===== config.mk =====
export PLATFORM = sky130hd
export DESIGN_NAME = bus_arbiter_mux
export DESIGN_NICKNAME = d
export VERILOG_FILES = /design/src/rtl/bus_pkg.sv /design/src/rtl/rr_arbiter.sv /design/src/rtl/bus_arbiter_mux.sv
export SDC_FILE = /design/constraint.sdc
export NUM_CORES = 1
export LEC_CHECK = 0
export ABC_AREA = 1
export CAP_MARGIN = 20
export CORE_MARGIN = 4
export CORE_UTILIZATION = 39
export DETAILED_ROUTE_END_ITERATION = 7
export PLACE_DENSITY = 0.9
export SLEW_MARGIN = 20
export SYNTH_ARGS = -nofsm -noshare
export SYNTH_HDL_FRONTEND = slang
export SYNTH_SLANG_ARGS = --single-unit
export TNS_END_PERCENT = 100

===== constraint.sdc =====
create_clock -name CLK -period 2.65 [get_ports CLK]
set_clock_uncertainty 0.05 [all_clocks]
set_input_delay 0.265 -clock CLK [delete_from_list [all_inputs] [get_ports CLK]]
set_output_delay 0.265 -clock CLK [all_outputs]
set_load 0.01 [all_outputs]

===== src/rtl/bus_pkg.sv =====
// Shared types and helpers for the round-robin bus arbiter/mux.
package bus_pkg;

   typedef enum logic [1:0] {
      IDLE = 2'd0,
      OWN  = 2'd1,
      TURN = 2'd2
   } state_e;

   localparam int unsigned MAX_TURN_CYCLES = 15;
   localparam int unsigned TURN_W          = 4;

   // Channel index width; at least one bit even for degenerate counts.
   function automatic int unsigned ch_idx_w(input int unsigned n);
      return (n > 1) ? $clog2(n) : 1;
   endfunction

endpackage


===== src/rtl/rr_arbiter.sv =====
// Combinational round-robin picker: first active request after ptr, with wrap.
module rr_arbiter
   import bus_pkg::*;
#(
   parameter int unsigned NUM_CH = 4,
   localparam int unsigned IDX_W = ch_idx_w(NUM_CH)
) (
   input  logic [NUM_CH-1:0] req,
   input  logic [IDX_W-1:0]  ptr,
   output logic [NUM_CH-1:0] gnt_oh_c,
   output logic [IDX_W-1:0]  idx_c,
   output logic              any_c
);

   localparam int unsigned CW = IDX_W + 1;

   logic [CW-1:0] cand;
   logic          found;

   // ptr + i never exceeds 2*NUM_CH-1, so one conditional subtract wraps it.
   always_comb begin
      gnt_oh_c = '0;
      idx_c    = '0;
      found    = 1'b0;
      cand     = '0;
      for (int unsigned i = 1; i <= NUM_CH; i++) begin
         cand = CW'(ptr) + CW'(i);
         if (cand >= CW'(NUM_CH)) cand = cand - CW'(NUM_CH);
         if (!found && req[cand[IDX_W-1:0]]) begin
            found                      = 1'b1;
            gnt_oh_c[cand[IDX_W-1:0]]  = 1'b1;
            idx_c                      = cand[IDX_W-1:0];
         end
      end
      any_c = found;
   end

endmodule


===== src/rtl/bus_arbiter_mux.sv =====
// Registered round-robin bus arbiter and data mux with optional turnaround
// cycles between owners and active-low request/grant handshake.
module bus_arbiter_mux
   import bus_pkg::*;
#(
   parameter int unsigned WIDTH        = 32,
   parameter int unsigned NUM_CH       = 4,
   parameter int unsigned TURN_CYCLES  = 1,
   parameter bit          HOLD_ON_IDLE = 1'b1
) (
   input  logic                    CLK,
   input  logic                    N_RST,
   input  logic [NUM_CH*WIDTH-1:0] IN,
   input  logic [NUM_CH-1:0]       N_REQ,
   input  logic                    LOCK,
   output logic [NUM_CH-1:0]       N_GNT,
   output logic [WIDTH-1:0]        OUT,
   output logic                    VALID
);

   localparam int unsigned IDX_W = ch_idx_w(NUM_CH);

   state_e              state_q, state_d;
   logic [TURN_W-1:0]   cnt_q, cnt_d;
   logic [IDX_W-1:0]    ptr_q, ptr_d;
   logic [NUM_CH-1:0]   n_gnt_d;
   logic [WIDTH-1:0]    out_d;
   logic                valid_d;

   logic [NUM_CH-1:0]   req_c;
   logic [NUM_CH-1:0]   win_oh_c;
   logic [IDX_W-1:0]    win_idx_c;
   logic                any_req_c;
   logic                arb_c;

   assign req_c = ~N_REQ;

   rr_arbiter #(.NUM_CH(NUM_CH)) u_rr (
      .req      (req_c),
      .ptr      (ptr_q),
      .gnt_oh_c (win_oh_c),
      .idx_c    (win_idx_c),
      .any_c    (any_req_c)
   );

   // State, counter, pointer and all outputs are flops.
   always_ff @(posedge CLK or negedge N_RST) begin
      if (!N_RST) begin
         state_q <= IDLE;
         cnt_q   <= '0;
         ptr_q   <= IDX_W'(NUM_CH - 1);
         N_GNT   <= '1;
         OUT     <= '0;
         VALID   <= 1'b0;
      end else begin
         state_q <= state_d;
         cnt_q   <= cnt_d;
         ptr_q   <= ptr_d;
         N_GNT   <= n_gnt_d;
         OUT     <= out_d;
         VALID   <= valid_d;
      end
   end

   // Next state; ptr_q doubles as the owner index while in OWN.
   always_comb begin
      state_d = state_q;
      cnt_d   = cnt_q;
      ptr_d   = ptr_q;
      n_gnt_d = N_GNT;
      arb_c   = 1'b0;
      case (state_q)
         IDLE: arb_c = 1'b1;
         OWN: begin
            if (!req_c[ptr_q] && !LOCK) begin
               if (TURN_CYCLES > 0) begin
                  state_d = TURN;
                  cnt_d   = TURN_W'(TURN_CYCLES);
                  n_gnt_d = '1;
               end else begin
                  arb_c = 1'b1;
               end
            end
         end
         TURN: begin
            cnt_d = cnt_q - TURN_W'(1);
            if (cnt_q == TURN_W'(1)) arb_c = 1'b1;
         end
         default: begin
            state_d = IDLE;
            n_gnt_d = '1;
         end
      endcase
      if (arb_c) begin
         if (any_req_c) begin
            state_d = OWN;
            ptr_d   = win_idx_c;
            n_gnt_d = ~win_oh_c;
         end else begin
            state_d = IDLE;
            n_gnt_d = '1;
         end
      end
   end

   // Data path: capture the owner's slice on every OWN edge, release included.
   always_comb begin
      out_d   = HOLD_ON_IDLE ? OUT : '0;
      valid_d = 1'b0;
      if (state_q == OWN) begin
         valid_d = 1'b1;
         for (int unsigned c = 0; c < NUM_CH; c++) begin
            if (ptr_q == IDX_W'(c)) out_d = IN[c*WIDTH +: WIDTH];
         end
      end
   end

`ifdef FORMAL
   always_ff @(posedge CLK) begin
      if (N_RST) assert ($onehot0(~N_GNT));
   end
`endif

endmodule


==> impl_metrics.xml <==
<?xml version="1.0" encoding="UTF-8"?>
<metrics>
  <group name="yosys">
    <metric name="yosys.cell_types.count" unit="">26</metric>
    <metric name="ys_sh_mux" unit="%">0</metric>
    <metric name="top_cell" unit="">nand2_1</metric>
    <metric name="ys_cells" unit="">414</metric>
    <metric name="top_cells_by_area_synth" unit="">dfrtp_1 33%, nand2_1 12%, a21oi_1 12%</metric>
    <metric name="common_cells" unit="">97 x nand2_1, 72 x a21oi_1, 49 x nand3_1</metric>
    <metric name="synth_area_per_cell" unit="sq um">7.199</metric>
  </group>
  <group name="setup_path">
    <metric name="crit_required" unit="ps">2810</metric>
    <metric name="crit-reg2reg-capture" unit="">OUT[18]$_DFFE_PN0P_</metric>
    <metric name="critPathLaunchType" unit="">register</metric>
    <metric name="cp_max_fo" unit="">28</metric>
    <metric name="crit_chain" unit="">inv_2, ha_1, inv_2, buf_12, o211ai_1, a21oi_1</metric>
    <metric name="largest_delay_share_family_worst_path" unit="">buffers and inverters</metric>
    <metric name="timing.reg2reg.setup_slack" unit="ps">500</metric>
    <metric name="regToRegStartpoint" unit="">ptr_q[0]$_DFFE_PN1P_</metric>
  </group>
  <group name="outcome">
    <metric name="outcome" unit="">finished, final reports clean</metric>
  </group>
  <group name="grt">
    <metric name="grt_overflow" unit="">0</metric>
  </group>
  <group name="finish">
    <metric name="mi_logic_area" unit="sq um">1672</metric>
    <metric name="design.final.nets" unit="">716</metric>
  </group>
  <group name="clock_network">
    <metric name="cts_made_buffers" unit="">5</metric>
    <metric name="htree_num_levels" unit="">2</metric>
    <metric name="cts_root_buf" unit="">clkbuf_8</metric>
  </group>
  <group name="job">
    <metric name="max-cap-violations" unit="">0</metric>
  </group>
  <group name="pwr">
    <metric name="power" unit="mW">5.303</metric>
  </group>
  <group name="placed_design">
    <metric name="place_ws" unit="ps">539.2</metric>
    <metric name="routabilityCongestion" unit="">0.8970</metric>
  </group>
  <group name="timing">
    <metric name="actual_slew_at_the_worst_max_slew_pin" unit="ps">1017</metric>
  </group>
  <group name="detailed_routing">
    <metric name="via_per_inst" unit="">5.420</metric>
  </group>
</metrics>
-- registers in the layout (all words and copies together) (netlist names) --
name and flops:
OUT 32, N_GNT 4, cnt_q 4, ptr_q 2, state_q 2, VALID 1
-- power by group through the flow --
stage / combinational, mW / sequential [mW] / clock [mW]
after floorplan: 2.15 / 1.36 / 0
after global placement: 3.47 / 1.24 / 0
after detailed placement: 3.60 / 1.26 / 0
after CTS: 3.61 / 1.25 / 0.431
after global routing: 4.03 / 1.29 / 0.454
final: 3.63 / 1.25 / 0.421
-- final cells by class --
class	count	area share, %
clock buffer	6	1.491
clock inverter	2	0.2057
inverter	19	1.465
multi-input combinational	324	34.34
sequential	45	23.29
tap	99	2.545
timing repair buffer	179	36.66
-- cells in the final DEF (no fill, tap or decap) --
cell / count
a31oi_1: 1
a21oi_1: 72
nand2_4: 2
o32ai_1: 1
clkinv_2: 2
nand2_2: 8
nor2_1: 35
ha_1: 7
dlygate4sd3_1: 1
nand2_1: 97
o21ai_0: 3
buf_4: 7
dfstp_2: 6
o21ai_2: 2
nand3_1: 49
dfrtp_1: 39
o21ai_1: 2
o22ai_1: 2
inv_1: 14
o211ai_1: 32
clkdlybuf4s50_1: 170
inv_2: 4
buf_12: 1
clkbuf_1: 1
clkbuf_8: 5
nand3_2: 4
clkinv_1: 1
nor2_8: 1
nor2_2: 1
nand4_1: 4
xnor2_1: 1
-- layer usage --
| layer | global-route usage (%) | vias to the layer above | wire [um] |
|---|---|---|---|
| met4 | 8.768 | 0 | 265 |
| met1 | 26.72 | 1688 | 4025 |
| met5 | 0 | - | 0 |
| met2 | 41.92 | 198 | 5633 |
| met3 | 7.182 | 24 | 1029 |
| li1 | - | 1743 | - |
Figure 1. Floorplan with the power grid.
Bar = 20 um. Pins as bars on the die edge.
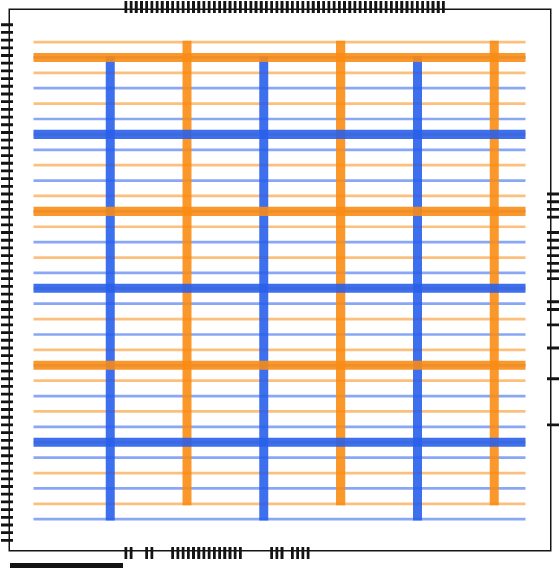
- VSS: blue
- VDD: orange
- met5 straps: 6
- rows: 31
- signal pins: 172
die width: 95.42 um
maximum vdd ir drop: 0.4692 mV

Figure 2. Cell classes on the final placement.
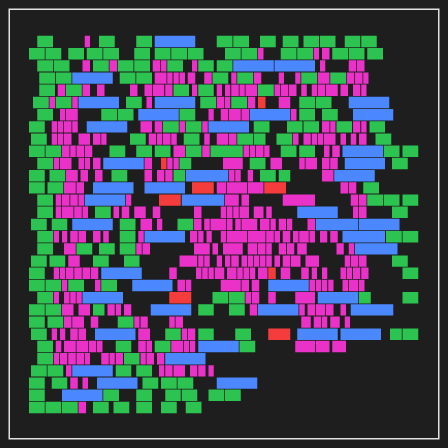
- clock drivers and dummy loads: red (cells 8; share of their area 1.7%)
- other buffers and delay cells: green (cells 179; share of their area 38%)
- flops: blue (cells 45; share of their area 24%)
- all other logic: magenta (cells 343; share of their area 37%)
Floorplan Core Area: 7331 sq um
standard-cell rows: 31

Figure 3. Clock distribution.
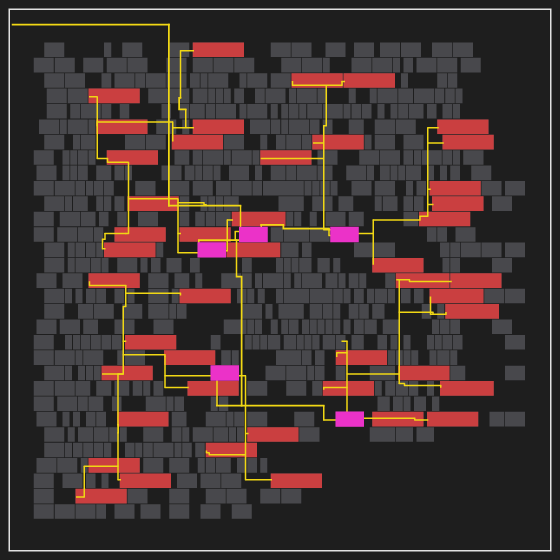
- flip-flops: red (count 45)
- clock wires: yellow (length 611 um)
- cells driving clock nets: magenta (count 5)
- routed clock nets: 6

Figure 4. Metal layers overlaid.
Bar = 20 um.
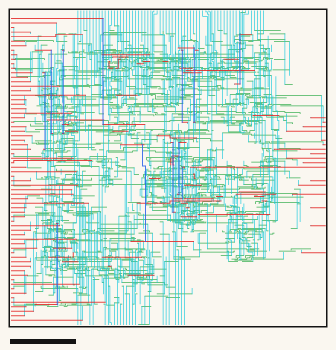
- met3: red (wire length 1030 um)
- met1: green (wire length 4030 um)
- met2: cyan (wire length 5630 um)
- met4: blue (wire length 265 um)

Power is estimated from default activity; no workload was simulated.
